Fig. 1: routing congestion map
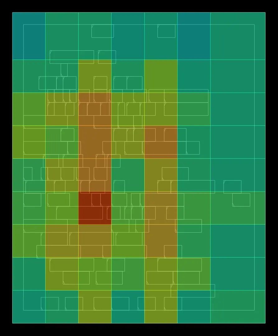
Fig. 2: cells coloured by class
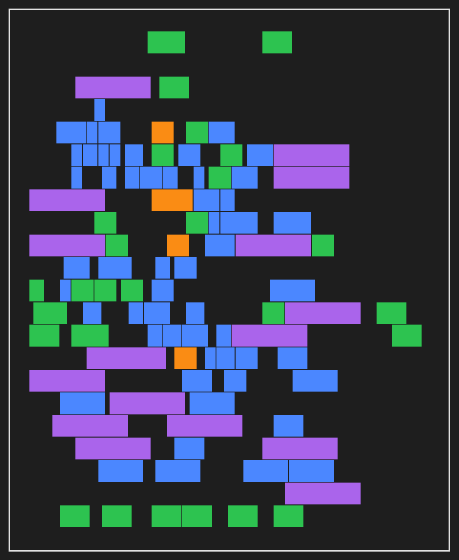
Fig. 3: sizing map
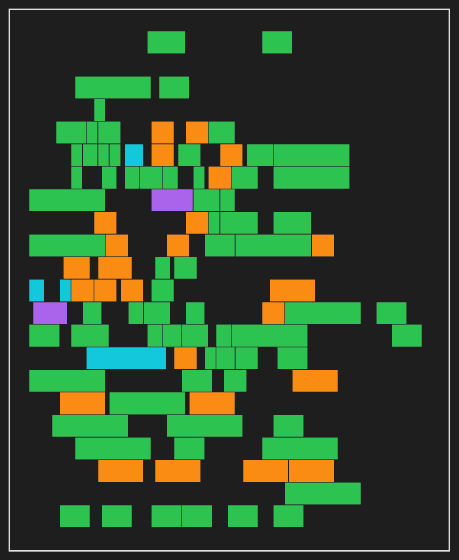
Fig. 4: local utilization
Scale bar: 20 um. The die is cut into 5 by 7 equal tiles; dark blue is low, red is high, 0 to 100% covered.
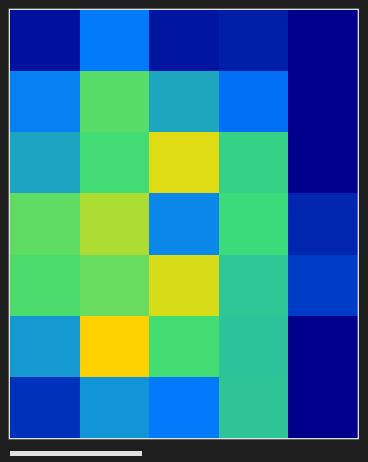
Fig. 5: wire density map
Scale bar: 20 um. The die is cut into 11 by 13 equal tiles; dark blue is low, red is high, scaled to the fullest tile. Values are wire area over tile area, all layers added.
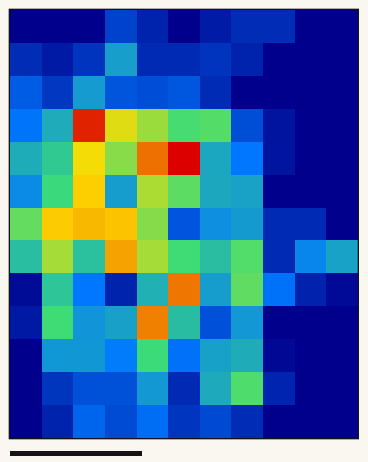
**src/rtl/uart_tx_serializer_if.sv**
```systemverilog
// Byte handshake, baud enable and serial-line status between a UART TX
// serializer and its user.
interface uart_tx_serializer_if;
  logic       baud_tick;
  logic [7:0] tx_data;
  logic       tx_valid;
  logic       tx_ready;
  logic       tx_serial;
  logic       tx_active;
  logic       tx_done;

  modport master (
    output baud_tick, tx_data, tx_valid,
    input  tx_ready, tx_serial, tx_active, tx_done
  );

  modport slave (
    input  baud_tick, tx_data, tx_valid,
    output tx_ready, tx_serial, tx_active, tx_done
  );
endinterface

```
**src/rtl/uart_tx_serializer.sv**
```systemverilog
// UART frame serializer: start, DATA_BITS LSB first, optional parity, 1-2 stop bits.
// Start bit waits for the first baud tick after acceptance; tx_ready is high only in IDLE.
module uart_tx_serializer #(
  parameter int DATA_BITS = 8,
  parameter int PARITY    = 0,
  parameter int STOP_BITS = 1
) (
  input  logic                 i_Clk,
  input  logic                 i_Rst_L,
  uart_tx_serializer_if.slave  tx
);

  if (DATA_BITS < 5 || DATA_BITS > 8) begin : g_bad_data_bits
    $error("uart_tx_serializer: DATA_BITS must be 5..8");
  end
  if (PARITY < 0 || PARITY > 2) begin : g_bad_parity
    $error("uart_tx_serializer: PARITY must be 0, 1 or 2");
  end
  if (STOP_BITS < 1 || STOP_BITS > 2) begin : g_bad_stop_bits
    $error("uart_tx_serializer: STOP_BITS must be 1 or 2");
  end

  typedef enum logic [2:0] {
    S_IDLE, S_SYNC, S_START, S_DATA, S_PARITY, S_STOP
  } state_t;

  localparam logic [2:0] LAST_IDX  = 3'(DATA_BITS - 1);
  localparam logic       LAST_STOP = 1'(STOP_BITS - 1);

  state_t               state_q, state_d;
  logic [DATA_BITS-1:0] data_q, data_d;
  logic [2:0]           idx_q, idx_d;
  logic                 stop_q, stop_d;
  logic                 par_q, par_d;
  logic                 serial_q, serial_d;
  logic                 done_q, done_d;
  logic                 unused_data_bits;

  assign unused_data_bits = ^tx.tx_data;

  always_ff @(posedge i_Clk or negedge i_Rst_L) begin
    if (!i_Rst_L) begin
      state_q  <= S_IDLE;
      data_q   <= '0;
      idx_q    <= '0;
      stop_q   <= 1'b0;
      par_q    <= 1'b0;
      serial_q <= 1'b1;
      done_q   <= 1'b0;
    end else begin
      state_q  <= state_d;
      data_q   <= data_d;
      idx_q    <= idx_d;
      stop_q   <= stop_d;
      par_q    <= par_d;
      serial_q <= serial_d;
      done_q   <= done_d;
    end
  end

  always_comb begin
    state_d  = state_q;
    data_d   = data_q;
    idx_d    = idx_q;
    stop_d   = stop_q;
    par_d    = par_q;
    serial_d = serial_q;
    done_d   = 1'b0;
    case (state_q)
      S_IDLE: begin
        serial_d = 1'b1;
        if (tx.tx_valid) begin
          data_d  = tx.tx_data[DATA_BITS-1:0];
          // Odd parity is the inverted XOR so the frame carries an odd count of ones.
          par_d   = (PARITY == 1) ? ~(^tx.tx_data[DATA_BITS-1:0])
                                  :  (^tx.tx_data[DATA_BITS-1:0]);
          state_d = S_SYNC;
        end
      end
      S_SYNC: begin
        if (tx.baud_tick) begin
          state_d  = S_START;
          serial_d = 1'b0;
        end
      end
      S_START: begin
        if (tx.baud_tick) begin
          state_d  = S_DATA;
          idx_d    = '0;
          serial_d = data_q[0];
        end
      end
      S_DATA: begin
        if (tx.baud_tick) begin
          if (idx_q == LAST_IDX) begin
            stop_d = 1'b0;
            if (PARITY != 0) begin
              state_d  = S_PARITY;
              serial_d = par_q;
            end else begin
              state_d  = S_STOP;
              serial_d = 1'b1;
            end
          end else begin
            idx_d    = idx_q + 3'd1;
            serial_d = data_q[idx_q + 3'd1];
          end
        end
      end
      S_PARITY: begin
        if (tx.baud_tick) begin
          state_d  = S_STOP;
          serial_d = 1'b1;
          stop_d   = 1'b0;
        end
      end
      S_STOP: begin
        if (tx.baud_tick) begin
          if (stop_q == LAST_STOP) begin
            state_d  = S_IDLE;
            done_d   = 1'b1;
            serial_d = 1'b1;
          end else begin
            stop_d = stop_q + 1'b1;
          end
        end
      end
      default: begin
        state_d  = S_IDLE;
        serial_d = 1'b1;
      end
    endcase
  end

  assign tx.tx_serial = serial_q;
  assign tx.tx_done   = done_q;
  assign tx.tx_ready  = (state_q == S_IDLE);
  assign tx.tx_active = (state_q != S_IDLE);

endmodule

```
**src/flat_wrapper.sv**
```systemverilog
// flat-port wrapper written by rule: the top's interface ports become plain ports
module uart_tx_serializer_flat 
#(
  parameter int DATA_BITS = 8,
  parameter int PARITY    = 0,
  parameter int STOP_BITS = 1
)
  (i_Clk, i_Rst_L, tx_baud_tick, tx_tx_data, tx_tx_valid, tx_tx_ready, tx_tx_serial, tx_tx_active, tx_tx_done);
  uart_tx_serializer_if tx_i ();
  input  logic i_Clk;
  input  logic i_Rst_L;
  input wire logic [$bits(tx_i.baud_tick)-1:0] tx_baud_tick;
  input wire logic [$bits(tx_i.tx_data)-1:0] tx_tx_data;
  input wire logic [$bits(tx_i.tx_valid)-1:0] tx_tx_valid;
  output wire logic [$bits(tx_i.tx_ready)-1:0] tx_tx_ready;
  output wire logic [$bits(tx_i.tx_serial)-1:0] tx_tx_serial;
  output wire logic [$bits(tx_i.tx_active)-1:0] tx_tx_active;
  output wire logic [$bits(tx_i.tx_done)-1:0] tx_tx_done;
  assign tx_i.baud_tick = tx_baud_tick;
  assign tx_i.tx_data = tx_tx_data;
  assign tx_i.tx_valid = tx_tx_valid;
  assign tx_tx_ready = tx_i.tx_ready;
  assign tx_tx_serial = tx_i.tx_serial;
  assign tx_tx_active = tx_i.tx_active;
  assign tx_tx_done = tx_i.tx_done;
  uart_tx_serializer #(.DATA_BITS(DATA_BITS), .PARITY(PARITY), .STOP_BITS(STOP_BITS)) u_core (.i_Clk(i_Clk), .i_Rst_L(i_Rst_L), .tx(tx_i));
endmodule
```
**config.mk**
```make
export PLATFORM = sky130hd
export DESIGN_NAME = uart_tx_serializer_flat
export DESIGN_NICKNAME = d
export VERILOG_FILES = /design/src/rtl/uart_tx_serializer_if.sv /design/src/rtl/uart_tx_serializer.sv /design/src/flat_wrapper.sv
export SDC_FILE = /design/constraint.sdc
export NUM_CORES = 1
export LEC_CHECK = 0
export CAP_MARGIN = 20
export CORE_ASPECT_RATIO = 1.25
export CORE_MARGIN = 2
export CORE_UTILIZATION = 30
export CTS_CLUSTER_SIZE = 16
export DETAILED_ROUTE_END_ITERATION = 16
export GPL_ROUTABILITY_DRIVEN = 0
export PLACE_DENSITY = 0.51
export SKIP_CTS_REPAIR_TIMING = 1
export SLEW_MARGIN = 20
export SYNTH_ARGS = -nofsm -noshare
export SYNTH_HDL_FRONTEND = slang
export SYNTH_SLANG_ARGS = --single-unit
```
**constraint.sdc**
```tcl
create_clock -name i_Clk -period 1.8 [get_ports i_Clk]
set_clock_uncertainty 0.05 [all_clocks]
set_input_delay 0.54 -clock i_Clk [delete_from_list [all_inputs] [get_ports i_Clk]]
set_output_delay 0.54 -clock i_Clk [all_outputs]
set_load 0.02 [all_outputs]
```
==> flow_summary.json <==
{
  "ios": 16,
  "yosysTopAreaCellShare_pct": 41.9,
  "worstPathArrival_ns": 1.25,
  "rr_endpoint": "u_core.data_q[1]",
  "status": "complete, but fails checks",
  "cts_buffers": 3,
  "largest_area_cell": "dfrtp_1",
  "syn-num-nets": 91,
  "violations": "setup timing",
  "diodes": 0,
  "drive_gt1_share_pct": 30.4,
  "htree_levels": 1,
  "topCombFamilyByArea": "multiplexers",
  "grt-ovfl-total": 0,
  "layout_top_cell": "dfrtp_1",
  "combinationalPowerShare_pct": 48.4,
  "power.switching_uw": 574,
  "setup_slack_ns": -0.0437,
  "final_cell_mix": "dfrtp_1 (15), buf_4 (12), clkdlybuf4s50_1 (11), mux2_4 (8), nor2_1 (6)",
  "setup_viol": 2
}
Notes on Fig. 1 above:
grt met3 use: 1.36%
busiest grt layer: met2
WL/cell: 13.6 um
fin util: 40.4%
global routing met1 resource utilization: 16.5%

Notes on Fig. 2 above:
Purple is flops, cells 16, share of their area 36%. Orange is clock drivers and dummy loads, cells 4, share of their area 3.2%. Blue is all other logic, cells 55, share of their area 40%. Green is other buffers and delay cells, cells 27, share of their area 21%.

Notes on Fig. 3 above:
Green is drive 1 or less, cells 71, most used dfrtp_1. Purple is drive 6 and up, cells 2. Orange is drive 3 to 4, cells 25, most used buf_4. Cyan is drive 2, cells 4.
Finished Cell Area: 0.00117 mm^2
PnR worst setup slack: -0.0437 ns
Synth-to-Final Area Change: 30.4%
number of non-clock buffers: 27

Notes on Fig. 4 above:
2.9% of the tiles are over 75% full. 14% of the tiles are nearly empty. The emptiest ninth of the die: upper right. The mean over all tiles is 33%. The fullest tile reaches 76%.

Notes on Fig. 5 above:
19% of the tiles are over half the peak. The fullest tile reaches 0.33. The mean over all tiles is 0.083. 25% of the tiles are nearly empty. The emptiest ninth of the die: upper right.

[per-stage QoR]
| step | TNS (ns) | area (um^2) | setup slack, ns | instances | util (%) |
|---|---|---|---|---|---|
| after global routing | -0.160 | 1170 | -0.0923 | 138 | 40.4 |
| after CTS | -1.26 | 1170 | -0.536 | 138 | 40.4 |
| final | -0.0710 | 1170 | -0.0437 | 138 | 40.4 |
| after detailed placement | -0.605 | 1130 | -0.194 | 134 | 39.1 |
| after floorplan | 0 | 896 | 0.0867 | 77 | - |
| after global placement | -0.545 | 1130 | -0.183 | 134 | 39.1 |
[layer usage]
| layer | vias to the layer above | share of wire, % | routed length [um] |
|---|---|---|---|
| met5 | - | 0 | 0 |
| met4 | 0 | 0.90 | 17 |
| met2 | 7 | 51 | 949 |
| met1 | 323 | 46 | 871 |
| li1 | 327 | - | - |
| met3 | 2 | 2.2 | 41 |
[area by class of cell]
cell class / count / area, um^2
clock buffer: 4 / 36.3
fill: 285 / 1720
inverter: 1 / 3.75
multi-input combinational: 54 / 440
sequential: 16 / 402
tap: 36 / 45.0
timing repair buffer: 27 / 241
[power by group through the flow]
stage	registers (uW)	logic (uW)	clock network, uW
finish	618	814	249
global route	645	894	270
CTS	622	832	258
detailed placement	631	826	0
global placement	625	818	0
floorplan	619	584	0
[sequential cells by signal (all words and copies together), names as in the netlist]
signal               count
u_core.state_q           3
u_core.tx.tx_serial      1
u_core.idx_q             3
u_core.tx.tx_done        1
u_core.data_q            8
[cell usage after synthesis (2+ instances only)]
library cell and instances:
ha_1 2, nand3_1 2, nor2_1 6, dfrtp_1 15, mux2_4 8, a22o_1 4, nor3b_1 4, mux2i_1 5
nand2_1 3, buf_2 3, nor3_1 3, a21oi_1 4
